Fig. 1: run 1, clock network drawn from the DEF
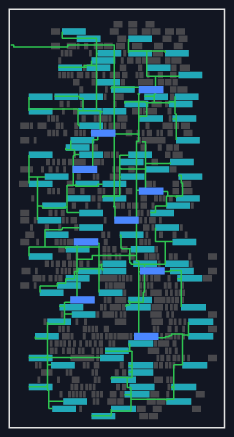
Fig. 2: run 1, congestion heat map
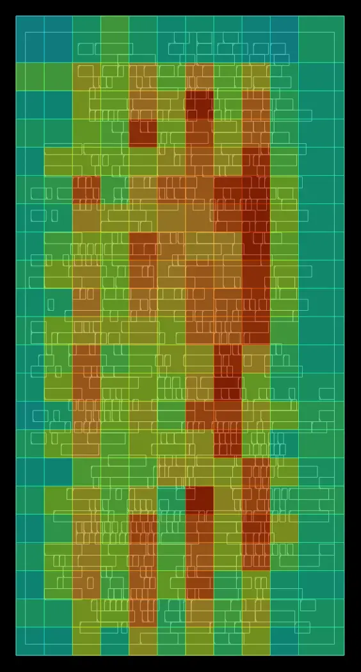
Fig. 3: run 1, drive-strength map
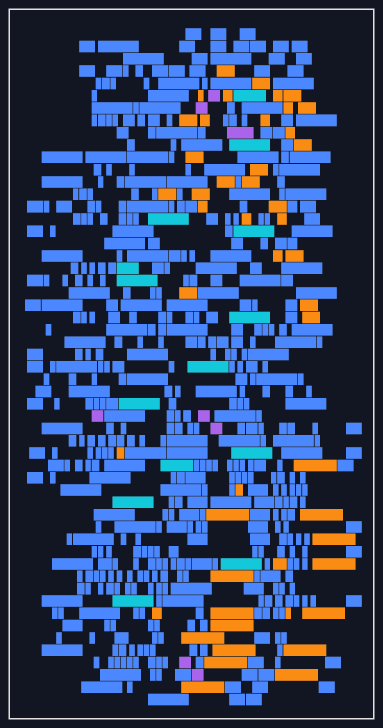
Design seg_scan_driver, sky130hd; sources not shown.
==> Slide: Implementation Results, run 1 <==
Flow Results at a Glance

Synth
  • Ys cells: between 500 and 600
  • Cell variety after synth: 26
  • Seq share, synth: 51.7%
  • Yosys chip area: ~4600 µm²
  • Cell area leaders: dfrtp_1, nand2_1, dfstp_2, o21ai_0, inv_1
  • Top-area cell type share of the netlist area: between 40% and 50%
  • Ys flops: roughly 95
  • Floorplan Nets: between 500 and 600
  • Synthesized area: 4640 µm²
  • Synthesized area per cell: just under 9 µm²
  • YS warnings: 6
  • Largest area contributor in the netlist: dfrtp_1

Drt
  • DRC Markers: 0
  • Vias after detailed routing: 3584
  • First-iteration detailed-routing DRC count: between 200 and 250
  • Remaining antenna violation count: 0
  • Drt wl/cell: 13.8 µm
  • DR pass1 iterations: 6
  • Via-to-Cell Ratio: 4.94
  • Final wirelength: 9990 µm

Floorplan
  • Chip Height: 156 µm
  • Taps Inserted: 142
  • Floorplan core density: 41.1%
  • CORE AREA: 11300 µm²
  • Chip width: around 80 µm
  • IO Pins: around 52
  • Rows: between 50 and 60
  • Die area: 12500 µm²

Placement
  • Post-DP HPWL: roughly 7300 µm
  • DP Worst Slack: approximately 0.95 ns
  • Placed Area: roughly 5300 µm²
  • Port-buffer cells: 51
  • Gpl congestion: 0.824

STA
  • Slew headroom: between 50% and 60%
  • Tcrit/Tclk final: 73.2%
  • Clock period minus worst slack: 2.41 ns
  • Max Fclk: a little over 0.4 GHz
  • Final TNS setup: 0 ns
  • Setup-failing EPs final: 0
  • Least-Margin Pin Slew: 0.630 ns
  • RSZ-0062 raised after global routing: no
  • Max-slew violations: 0

Clock network
  • CTS tree: yes
  • Hold_buf cts: 0
  • Max Buffers Root-to-Sink: 2
  • Cts bufs inserted: 9
  • Root buf cell: clkbuf_16
  • Reg clk slew, reported paths: around 0.070 ns
  • Htree depth: 3

Finish
  • Most frequent cells in the layout: nand2_1, dfrtp_1, inv_1, o21ai_0, clkdlybuf4s50_1
  • Logic share of the area: 33.3%
  • Comb_multi_in: 348
  • Clk cell area share: 5.48%
  • Clkbuf count: 14
  • Non-Clock Buffer Area Fraction: 10.7%
  • Most frequent logic cell in the layout: nand2_1
  • Share of cells above drive strength 1: 12.0%
  • Sequential Area: roughly 2400 µm²
  • Layout Nets: 628
  • Area-dominant class: sequential cells
  • Non-clk invs: approximately 66
  • Gate Area: 1860 µm²
  • Fill count: 1123
  • Flip-flops: between 90 and 100
  • Seq/total area: 42.9%
  • ANT cells: 0

Setup path
  • CP Depth: 12
  • Crit path kind: reg2reg
  • WP data required: 3.37 ns
  • CP bufs+invs: 3
  • Crit path cell chain: inv_1, o211ai_1, nand2_1, nand2_1, nand2_1, inv_1, ha_1, nand2_1, nand3_1, nand2_1, inv_1, nand2_1
  • WP data arrival: 2.49 ns
  • Crit path max fanout: 16
  • FF-to-FF setup slack: roughly 0.89 ns
  • Worst R2R Path Depth: 12
  • Slowest cell on the critical path: dfrtp_1
  • Setup crit start kind: register
  • Cell mode on critical path: nand2_1
  • CP Capture Type: register
  • CP max stage delay: 0.67 ns

Power and ir drop
  • Internal: 1990 µW
  • Switching share of power: 23.4%
  • PwrDens: 464 nW/µm²
  • Combinational group share of total power: 10.2%
  • Flop pwr share: about half
  • VDD IR max: 249 µV

Global route
  • Vias in the first global route: between 3000 and 4000
  • Total Routing Usage GR: 17.3%
  • First-pass GRT wire length: 16600 µm
  • Largest net degree at the start of global routing: between 60 and 70
  • Initial antenna violation count: 0

Run status
  • Status: complete, no violations

Run
  • Max-Cap Viols: 0
  • Tool warnings: 36

Worst hold path
  • Hold WC Path Type: reg2reg
  • Min-Delay Path Depth: 1
## Picture notes: Fig. 1
- green: clock wires (length 1200 µm)
- cyan: flip-flops (count 95)
- blue: clock-net drivers (count 9)
- flops lie: widely spread
- routed clock nets: 10
Clock Latency Late Sink: 0.34 ns
Clk network pwr share: 40.6%

## Picture notes: Fig. 2
Util after Layout: 49.5%
M2 GR Usage: 31.1%
met1 usage: 18.7%
most crowded layer after global routing: met2
met3 usage: 2.13%

## Picture notes: Fig. 3
- purple: x3 and x4 (cells 8; share 1.4%)
- cyan: x6 and larger (cells 14; share 2.4%)
- blue: x1 and smaller (cells 514; share 88%)
- orange: x2 (cells 48; share 8.2%)
P&R area growth vs syn: 20.5%
fin area: 5590 µm²
Final WS setup: 0.885 ns
nonclk buf count: 59

==> run 1: synthesized netlist by cell type, drive strengths merged <==
library cell / count
o21ai: 56
clkinv: 1
clkbuf: 7
dfstp: 15
inv: 65
o21a: 5
nor2: 46
ha: 14
nand2: 124
o211ai: 28
or2: 13
xor2: 1
xnor2: 1
a21oi: 17
nand3: 25
buf: 20
mux2: 17
nand4: 1
dfrtp: 80
==> run 1: per-layer routing <==
layer  global-route usage, %  vias to the layer above  wire [µm]
met2                    31.1                       54       5690
met5                       0                        -          0
met3                    2.13                       19        215
met1                    18.7                     1713       3730
li1                        -                     1798          -
met4                    10.7                        0        350
==> run 1: worst register-to-register path, stage by stage, from the launching register on <==
cell and delay (ns):
dfrtp_1 0.67, inv_1 0.25, o211ai_1 0.18, nand2_1 0.10, nand2_1 0.07, nand2_1 0.13
inv_1 0.19, ha_1 0.28, nand2_1 0.07, nand3_1 0.08, nand2_1 0.06, inv_1 0.03
nand2_1 0.04
==> run 1: per-stage QoR <==
stage,hold WS [ns],cells
floorplan,0.233,536
global placement,0.250,710
detailed placement,0.267,710
CTS,0.276,726
global route,0.299,726
finish,0.271,726
==> run 1: power by group through the flow <==
stage                     registers, µW  clock network, µW  logic, µW
after floorplan                    1300                  0        154
after global placement             1290                  0        262
after detailed placement           1300                  0        269
after CTS                          1280               1080        270
after global routing               1280               1120        302
final                              1280               1050        265
==> run 1: cells by family after synthesis <==
group | synth area share [%]
flip-flops | 51.7
AND-OR/OR-AND | 13.5
AND/OR/NAND/NOR | 18.3
multiplexers | 4.13
adder cells (fa/ha/maj) | 3.78
buffers and inverters | 8.17
XOR/XNOR | 0.378
==> inputs of run 2 (changes only) <==
==> constraint.sdc (replaced) <==
create_clock -name clk -period 2.1 [get_ports clk]
set_clock_uncertainty 0.2 [all_clocks]
set_input_delay 0.42 -clock clk [delete_from_list [all_inputs] [get_ports clk]]
set_output_delay 0.42 -clock clk [all_outputs]
set_load 0.02 [all_outputs]
==> Slide: Implementation Results, run 2 <==
Flow Results at a Glance

Clock network
  • Post-CTS Repair Setup Buffers: 0
  • Cts bufs inserted: 9
  • Resized Gates After CTS: 0
  • Htree depth: 3
  • Hold_buf cts: 0
  • Root buf cell: clkbuf_16
  • Clock Latency Late Sink: around 0.34 ns
  • Max Buffers Root-to-Sink: 2
  • CTS tree: yes
  • CTS Sinks: between 90 and 100
  • Reg clk slew, reported paths: 0.06 ns

Synth
  • Cell area leaders: dfrtp_1, nand2_1, dfstp_2, o21ai_0, inv_1
  • Number of enable flip-flop cells: 0
  • Yosys chip area: 4640 µm²
  • Cell with the most instances after synthesis: nand2_1
  • Largest area contributor in the netlist: dfrtp_1
  • YS warnings: 6
  • Seq share, synth: 51.7%
  • Syn Inst Count: 536
  • Synthesized area per cell: 8.65 µm²
  • Ys flops: ~95
  • Commonest cells in the netlist: nand2_1, dfrtp_1, inv_1
  • Primary FF master, synth: dfrtp_1
  • Floorplan Nets: 585
  • Cell variety after synth: 26
  • Top-area cell type share of the netlist area: 43.2%
  • Ys cells: 536
  • Synthesized area: 4640 µm²
  • Post-synth ARST share: 100%

Placement
  • Gpl congestion: 0.873
  • Post-DP HPWL: 7390 µm
  • Port-buffer cells: 51

Power and ir drop
  • VDD IR max: 428 µV
  • PwrDens: a little under 700 nW/µm²
  • Total power: approximately 3900 µW
  • Leak: approximately 0.0026 µW

Run status
  • Status: complete, no violations

STA
  • Max Fclk: ~0.48 GHz
  • Least-Margin Pin Slew: between 0.4 and 0.5 ns
  • Clock period minus worst slack: 2.07 ns
  • Max-slew violations: 0
  • Hold slack: 0.244 ns
  • Tcrit/Tclk final: 98.7%
  • Hold Vio Cnt, Final: 0
  • Setup-failing EPs final: 0
  • Slew headroom: 69.7%

Global route
  • Initial antenna violation count: 0
  • Largest net degree at the start of global routing: ~48
  • First-pass GRT wire length: 16400 µm
  • Vias in the first global route: 3533
  • Total Routing Usage GR: 16.7%
  • Grt ovf: 0

Setup path
  • CP Depth: 1
  • Crit path max fanout: 1
  • CP max stage delay: slightly below 0.6 ns
  • Worst path top cell family by delay: buffers and inverters
  • Crit path cell chain: clkdlybuf4s50_1
  • WP data required: 1.48 ns
  • WP data arrival: 1.45 ns
  • CP Capture Type: output pin
  • Slowest cell on the critical path: clkdlybuf4s50_1
  • Worst R2R Path Depth: 13
  • Setup crit start kind: register
  • CP bufs+invs: 1
  • FF-to-FF setup slack: about 0.15 ns
  • Crit path kind: reg2out

Drt
  • Final wirelength: roughly 10000 µm
  • Via-to-Cell Ratio: about 4.9
  • Vias after detailed routing: approximately 3600
  • DR pass1 iterations: 4
  • Remaining antenna violation count: 0
  • Drt wl/cell: between 10 and 15 µm
  • DRC Markers: 0
  • First-iteration detailed-routing DRC count: 165

Worst hold path
  • Hold WC Path Type: in2async

Floorplan
  • Chip width: 80.1 µm
  • CORE AREA: between 10000 and 15000 µm²
  • IO Pins: 52
  • Rows: 55
  • Floorplan core density: 41.1%
  • Die area: approximately 13000 µm²
  • Chip Height: 156 µm

Run
  • Max-Cap Viols: 0
  • Tool warnings: 36

Finish
  • Share of cells above drive strength 1: 15.4%
  • Most frequent cells in the layout: nand2_1, dfrtp_1, inv_1, o21ai_0, clkdlybuf4s50_1
  • Fill count: 1077
  • ANT cells: 0
  • Layout Nets: 643
[run 2: cells by family after synthesis]
kind of cell	Yosys count	share of synthesized area (%)
fa+ha+maj	14	3.78
xor+xnor	2	0.378
compound gates	106	13.5
mux	17	4.13
flops	95	51.7
simple gates	209	18.3
buf+inv	93	8.17
[run 2: worst reg2reg max path, stage by stage (launching register included)]
cell and delay (ns):
dfrtp_2 0.42, buf_12 0.15, o211ai_1 0.21, nand2_1 0.08
nand2_1 0.08, nand2_2 0.08, buf_4 0.15, ha_2 0.18
inv_2 0.06, nand2_2 0.06, nand3_2 0.07, nand2_1 0.05
inv_1 0.04, nand2_1 0.04
[run 2: cell type report]
cell class              count  area (µm²)  area share (%)
well taps                 142         178            3.09
repair buffers             74         788            13.7
inverters                  66         251            4.37
multi-input cells         348        1880            32.7
flip-flops and latches     95        2400            41.7
clock inverters             2        11.3           0.196
clock buffers              14         244            4.24
[run 2: layer usage]
layer / vias to the layer above / GRT usage, % / routed length (µm)
met5: - / 0 / 0
met4: 0 / 8.80 / 413
met3: 24 / 2.60 / 228
met2: 51 / 29.5 / 5540
met1: 1710 / 19.0 / 3720
li1: 1834 / - / -
[run 2: where the power goes]
group          total [µW]  internal, µW  switching (µW)  leakage [µW]
Sequential           2000          1950            49.2       0.00113
Clock                1440           804             632      0.000125
Combinational         435           207             227       0.00138
Total                3870          2960             908       0.00263
[run 2: metrics by stage]
step	setup WS [ns]	utilization [%]	TNS [ns]	cell area [µm²]	instances
floorplan	0.0162	-	0	4640	536
global placement	0.0458	48.2	0	5440	723
detailed placement	0.0196	48.2	0	5440	723
global route	-0.00246	50.9	-0.00246	5750	741
finish	0.0280	50.9	0	5750	741
CTS	0.0132	50.5	0	5700	739
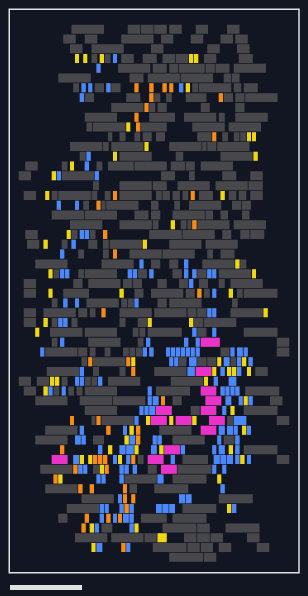
Fig. 4. Logic cells by family (run 2).
Scale bar: 20 µm.
- orange: nor cells (cells 46)
- yellow: inv cells (cells 66; where widely spread)
- magenta: fa/ha/maj cells (cells 14)
- blue: nand cells (cells 150)
logic share of the area: 32.7%
most frequent logic cell in the layout: nand2_1
final std cells w/o fill: 741

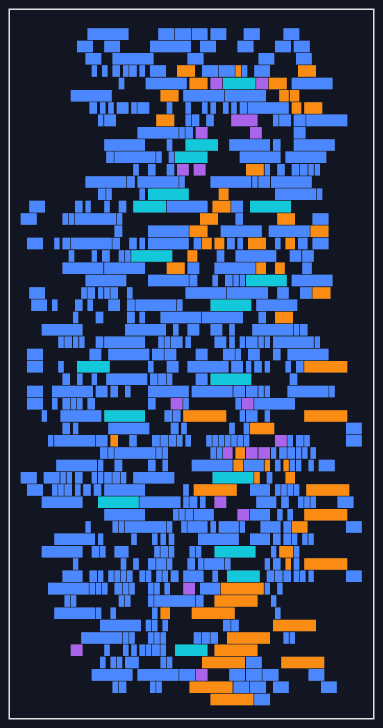
Fig. 5. Drive-strength map (run 2).
- cyan: x6 and larger (cells 17; share 2.8%)
- purple: x3 and x4 (cells 18; share 3.0%)
- orange: x2 (cells 57; share 9.5%)
- blue: x1 and smaller (cells 507; share 85%)
Final WS setup: 0.0280 ns
P&R area growth vs syn: 24.0%
nonclk buf count: 74
fin area: 5750 µm²

No activity file was given, so power comes from the tool's default toggle rates.
